$ cat src/rtl/issue_scoreboard.sv
// Issue scoreboard: holds decoded instructions until their sources have no pending writes.
// Define SCOREBOARD_WB_BYPASS_EN to let a dependent instruction issue in its writeback cycle.
module issue_scoreboard #(
  parameter int unsigned CNT_W        = 2,
  parameter int unsigned MAX_INFLIGHT = 4
) (
  input  logic        clk,
  input  logic        rst,
  input  logic        in_tvalid,
  output logic        in_tready,
  input  logic [4:0]  in_rs1,
  input  logic [4:0]  in_rs2,
  input  logic [4:0]  in_rd,
  output logic        out_tvalid,
  input  logic        out_tready,
  input  logic        wb_valid,
  input  logic [4:0]  wb_rd,
  input  logic        invalidate,
  output logic [31:0] busy,
  output logic [4:0]  inflight,
  output logic        wb_underflow
);

  localparam logic [CNT_W-1:0] CntMax      = {CNT_W{1'b1}};
  localparam logic [4:0]       InflightMax = 5'(MAX_INFLIGHT);

  logic [CNT_W-1:0] cnt_q [32];
  logic [CNT_W-1:0] cnt_d [32];
  logic [4:0]       inflight_q, inflight_d;
  logic             underflow_q, underflow_d;

  logic             rs1_pend, rs2_pend, rs1_byp, rs2_byp;
  logic             rd_stall, hazard, issue, inc, dec, wb_hit;
  logic [CNT_W-1:0] wb_cnt;

  // Index 0 is never written, so cnt_q[0] reads as zero and x0 never creates a hazard.
  assign rs1_pend = (in_rs1 != 5'd0) && (cnt_q[in_rs1] != '0);
  assign rs2_pend = (in_rs2 != 5'd0) && (cnt_q[in_rs2] != '0);

`ifdef SCOREBOARD_WB_BYPASS_EN
  localparam logic [CNT_W-1:0] CntOne = CNT_W'(1);
  // Last outstanding write to a source retiring now; the RF stage forwards its value.
  assign rs1_byp = wb_valid && (wb_rd == in_rs1) && (cnt_q[in_rs1] == CntOne);
  assign rs2_byp = wb_valid && (wb_rd == in_rs2) && (cnt_q[in_rs2] == CntOne);
`else
  assign rs1_byp = 1'b0;
  assign rs2_byp = 1'b0;
`endif

  assign rd_stall = (in_rd != 5'd0) &&
                    ((cnt_q[in_rd] == CntMax) || (inflight_q == InflightMax));
  assign hazard   = (rs1_pend && !rs1_byp) || (rs2_pend && !rs2_byp) || rd_stall;

  // Both handshake outputs stay low while no instruction is presented.
  assign out_tvalid = in_tvalid && !hazard && !invalidate;
  assign in_tready  = in_tvalid && out_tready && !hazard && !invalidate;
  assign issue      = out_tvalid && out_tready;

  assign wb_hit = wb_valid && (wb_rd != 5'd0);
  assign wb_cnt = cnt_q[wb_rd];
  assign inc    = issue && (in_rd != 5'd0);
  assign dec    = wb_hit && (wb_cnt != '0);

  always_comb begin
    cnt_d       = cnt_q;
    inflight_d  = inflight_q;
    underflow_d = underflow_q;
    if (invalidate) begin
      for (int r = 0; r < 32; r++) begin
        cnt_d[r] = '0;
      end
      inflight_d = '0;
    end else begin
      if (!(inc && dec && (in_rd == wb_rd))) begin
        if (inc) cnt_d[in_rd] = cnt_q[in_rd] + CNT_W'(1);
        if (dec) cnt_d[wb_rd] = cnt_q[wb_rd] - CNT_W'(1);
      end
      if (inc && !dec) inflight_d = inflight_q + 5'd1;
      if (dec && !inc) inflight_d = inflight_q - 5'd1;
      if (wb_hit && (wb_cnt == '0)) underflow_d = 1'b1;
    end
    cnt_d[0] = '0;
  end

  always_ff @(posedge clk or posedge rst) begin
    if (rst) begin
      for (int r = 0; r < 32; r++) begin
        cnt_q[r] <= '0;
      end
      inflight_q  <= '0;
      underflow_q <= 1'b0;
    end else begin
      for (int r = 0; r < 32; r++) begin
        cnt_q[r] <= cnt_d[r];
      end
      inflight_q  <= inflight_d;
      underflow_q <= underflow_d;
    end
  end

  always_comb begin
    busy = '0;
    for (int r = 1; r < 32; r++) begin
      busy[r] = (cnt_q[r] != '0);
    end
  end

  assign inflight     = inflight_q;
  assign wb_underflow = underflow_q;

endmodule

$ cat config.mk
export PLATFORM = sky130hd
export DESIGN_NAME = issue_scoreboard
export DESIGN_NICKNAME = d
export VERILOG_FILES = /design/src/rtl/issue_scoreboard.sv
export SDC_FILE = /design/constraint.sdc
export NUM_CORES = 1
export LEC_CHECK = 0
export ABC_CLOCK_PERIOD_IN_PS = 5150
export CORE_AREA = 2 2 117 147
export DETAILED_ROUTE_END_ITERATION = 12
export DIE_AREA = 0 0 119 149
export GPL_TIMING_DRIVEN = 0
export PLACE_DENSITY = 0.61
export SLEW_MARGIN = 5
export SYNTH_ARGS = -nofsm -noshare
export SYNTH_HDL_FRONTEND = slang
export SYNTH_SLANG_ARGS = --single-unit
$ cat constraint.sdc
create_clock -name clk -period 5.15 [get_ports clk]
set_clock_uncertainty 0.2 [all_clocks]
set_input_delay 0.7725 -clock clk [delete_from_list [all_inputs] [get_ports clk]]
set_output_delay 0.7725 -clock clk [all_outputs]
set_load 0.02 [all_outputs]
### Wiring by layer, run 1

The bar under the picture is 20 um long.
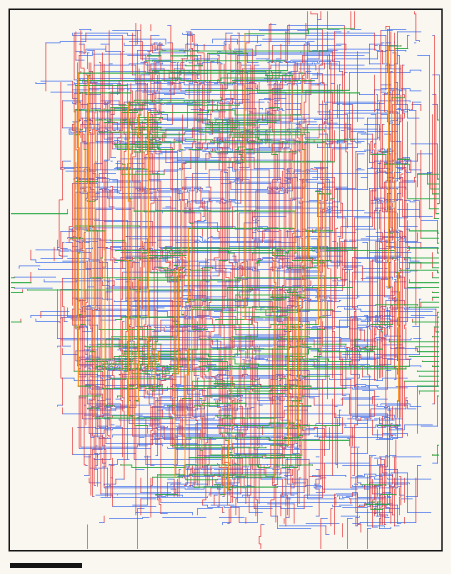
[M2] red | wire length: 14,000 um
[M1] blue | wire length: 10,600 um
[M3] green | wire length: 3,380 um
[M4] orange | wire length: 2,020 um

### Clock wires, drivers and flops, run 1

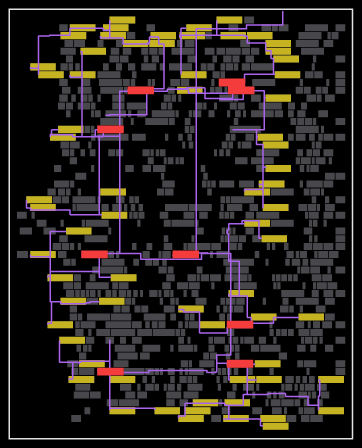
[clock-net drivers] red | count: 9
[clock wires] purple | length: 1,280 um
[flip-flops] yellow | count: 68
flops lie: all over the die

==> impl_metrics.tcl, run 1 <==
# flow metrics
set metrics [dict create \
    setup_viol 0 \
    fmax_ghz 0.1978 \
    grt_usage 0.3422 \
    min_from "wb_underflow$_DFFE_PP0P_" \
    ys_sh_aoi 0.3141 \
    largest-register "cnt_q" \
    ys_async_sr_fraction 1.000 \
    synthTopCellsByArea "dfrtp_1, mux4_2, a2bb2oi_1, a21oi_1, o31ai_1" \
    grt_pass1_wl_mm 43.70 \
    route.detailed.drc 0 \
    path_clk_slew_ns 0.06 \
    clk_latency_ns 0.36 \
    met2_length_mm 13.97 \
    leakagePower_nw 3.204 \
    antennaDiodeCount 0 \
    synth.distinct_cells 73 \
    viasPerCell 6.962 \
    yosys_warnings 0 \
    largest_register_ffs 62 \
    yosysMostFrequentCell "nor2_1" \
    n_all_buffers 120 \
    synth-seq-cells 68 \
    largest_area_cell "dfrtp_1" \
    top_area_frac 0.2645 \
    hold_end "wb_underflow$_DFFE_PP0P_" \
    gp_congestion 1.085 \
    top_layer_used "met4" \
    dpl-instance-area_um2 7335 \
    p_clk_frac 0.478 \
    crit_family "buffers and inverters" \
    grt_setup_unrepaired "no" \
    p_int_mw 1.076 \
    numCtsBuffers 9 \
    wl_per_cell_um 30.94 \
    common_cells "nor2_1, a21oi_1, dfrtp_1" \
    dp_slack_ns -1.921 \
    layout_top_cell "nor2_1" \
    clkbuf_count 11 \
    nWellTaps 220 \
    cts_tree "done" \
    timing.final.ws_setup_ns 0.09346 \
    hold_path_class "reg2reg" \
    met1Wirelength_mm 10.65 \
    final_cell_mix "nor2_1, a21oi_1, dfrtp_1" \
    edf_count 0 \
    finalCriticalPeriod_ns 5.057 \
    mux_share 0.1622 \
    status "finished clean" \
    slowest_delay_ns 0.34 \
    cpMaxStageDelayCell "mux4_2" \
    r2r.worst_path.cells 18 \
    pwr-share-seq 0.357 \
    cp_cell_sequence "clkbuf_4 > clkbuf_8 > clkbuf_8 > mux4_2 > a22oi_1 > nand4_1 > ha_2 > a21oi_1 > a21oi_1 > nor4_2 > and4_4 > buf_12 > buf_8 > clkdlybuf4s15_2" \
    final_nets 775 \
    io_buffers 60 \
    ys_cells 672 \
    clkCellAreaFrac 0.04321 \
    period_used_share 0.9819 \
    xor_area_frac 0.01089 \
    drive_gt1_frac 0.2067 \
]
### Track usage over the die, run 1

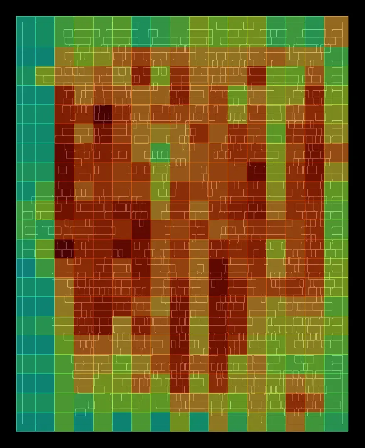
Core Util, Final: 0.4718
routing usage on met1: 0.4091
met2 GRT Util: 0.5569

## Run 2: what changed since run 1
- CORE_AREA: 2 2 117 147 -> 2 2 110 139
- DIE_AREA: 0 0 119 149 -> 0 0 112 141
- MAX_ROUTING_LAYER: not set -> met4
- PLACE_DENSITY: 0.61 -> 0.67
==> impl_metrics.tcl, run 2 <==
# flow metrics
set metrics [dict create \
    status "complete, but fails checks" \
    violations "negative setup slack" \
    pg_seq_uw 539 \
    gp_congestion 1.108 \
    largest-register "cnt_q" \
    path_class "in2out" \
    final_cell_mix "nor2_1, dfrtp_1, a21oi_1" \
    yosys.stat.chipArea_um2 6434 \
    warnings 28 \
    cts_tree "done" \
    worstSetupEndpointType "primary output" \
    ys_async_sr_fraction 1.000 \
    common_cells "nor2_1, a21oi_1, dfrtp_1" \
    met2_length_mm 13.82 \
    pwr-share-seq 0.359 \
    slowest_delay_ns 0.56 \
    hold_violations 0 \
    mux_share 0.1622 \
    yosys_warnings 0 \
    path_buffers 7 \
    route.detailed.drc 0 \
    grt_pass1_wl_mm 44.17 \
    edf_count 0 \
    grt.met1_usage 0.4715 \
    crit_fanout 10 \
    seq_cells 68 \
    cp_cell_sequence "buf_4 > buf_12 > clkbuf_16 > mux4_2 > a22oi_1 > nand4_1 > ha_2 > a21oi_2 > a21oi_1 > nor4_2 > buf_4 > and4_4 > buf_12 > buf_8 > clkdlybuf4s15_2" \
    dieArea_um2 15790 \
    antenna_found_initial 0 \
    n_all_buffers 119 \
    period_used_share 1.005 \
    die_w_um 112 \
    synth_seq_share 0.2645 \
    seqCellArea_um2 1702 \
    r2r_end "inflight[4]$_DFFE_PP0P_" \
    topCombFamilyByArea "AND-OR/OR-AND gates" \
    row_count 50 \
    clkbuf_count 11 \
    met1Wirelength_mm 11.03 \
    yosysMostFrequentCell "nor2_1" \
    initCoreUtil 0.4395 \
    dpl-instance-area_um2 7287 \
    viasPerCell 7.342 \
    cpMaxStageDelayCell "mux4_2" \
    crit_family "buffers and inverters" \
    grt_usage 0.3908 \
    crit_arrival_ns 4.20 \
    startpoint "in_rd[0]" \
    min_from "wb_underflow$_DFFE_PP0P_" \
    yosys.area_share.simple 0.1766 \
    area_growth_syn_to_layout_pct 20.42 \
    worst_pin_slew_ns 0.9837 \
    r2r.worst_path.cells 19 \
    boundaryPins 66 \
    grt_use_met2 0.6038 \
    worstPathRequired_ns 4.18 \
    synth.distinct_cells 73 \
    clkCellAreaFrac 0.04344 \
    cp.depth 15 \
    finalMaxSlewViolations 0 \
    finalCriticalPeriod_ns 5.177 \
    power.switching_uw 424.6 \
    hold_end "wb_underflow$_DFFE_PP0P_" \
    ff_type "dfrtp_1" \
    antennaDiodeCount 0 \
    io_buffers 60 \
    synth-seq-cells 68 \
    ys_sh_aoi 0.3141 \
    met3_length_mm 3.190 \
    logic_gate_count 525 \
    dominant_cells "logic gates" \
    numCtsBuffers 9 \
    clk_latency_ns 0.35 \
    timing.final.ws_setup_ns -0.02685 \
    nWellTaps 182 \
    synthTopCellsByArea "dfrtp_1, mux4_2, a2bb2oi_1, a21oi_1, o31ai_1" \
    dp_slack_ns -1.945 \
    xor_area_frac 0.01089 \
    cts_setup_buffers 2 \
    top_area_frac 0.2645 \
    start_kind "input port" \
    cts.sinks 68 \
    leakagePower_nw 3.197 \
    grt.overflow.total 0 \
    top_layer_used "met4" \
    drive_gt1_frac 0.2069 \
    globalRouteMet3Util 0.09243 \
    fmax_ghz 0.1932 \
    largest_area_cell "dfrtp_1" \
    p_clk_frac 0.476 \
    final_nets 774 \
    hold_path_class "reg2reg" \
    largest_register_ffs 62 \
    path_clk_slew_ns 0.06 \
    drt-pass1-iter-count 5 \
    p_int_mw 1.077 \
    grt_setup_unrepaired "yes" \
    ys_cells 672 \
    numPlacedInstances 915 \
    setup_viol 1 \
]
### Gate families picked out, run 2

The bar under the picture is 20 um long.
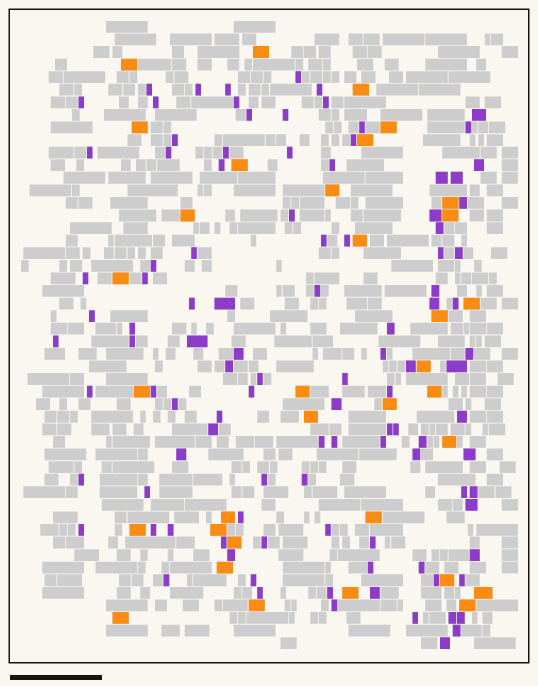
[non-inverting ao/oa cells] orange | cells: 34 | where: all over the die
[nor cells] purple | cells: 107 | where: all over the die
non-filler cells, final: 931
Comb area share: 0.5609
top logic cell by instance count in the layout: nor2_1

### Track usage over the die, run 2

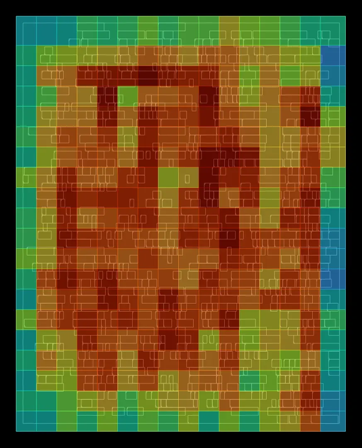
WL/cell: 32.11 um
Most Used Layer, Global Route: met2
Core Util, Final: 0.5292

### Wiring by layer, run 2

The bar under the picture is 20 um long.
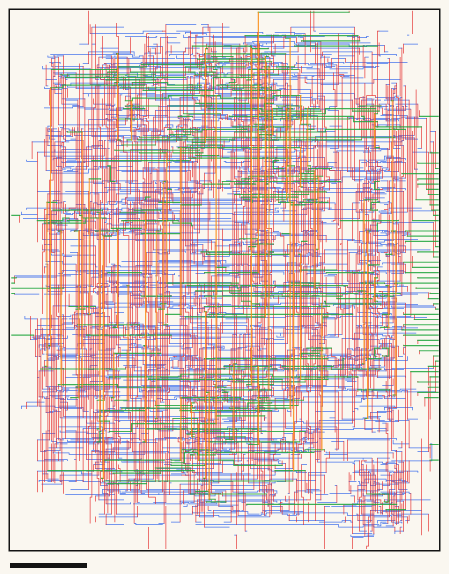
[M1] blue | wire length: 11,000 um
[M2] red | wire length: 13,800 um
[M4] orange | wire length: 1,850 um
[M3] green | wire length: 3,190 um

Power and IR drop assume default switching activity.
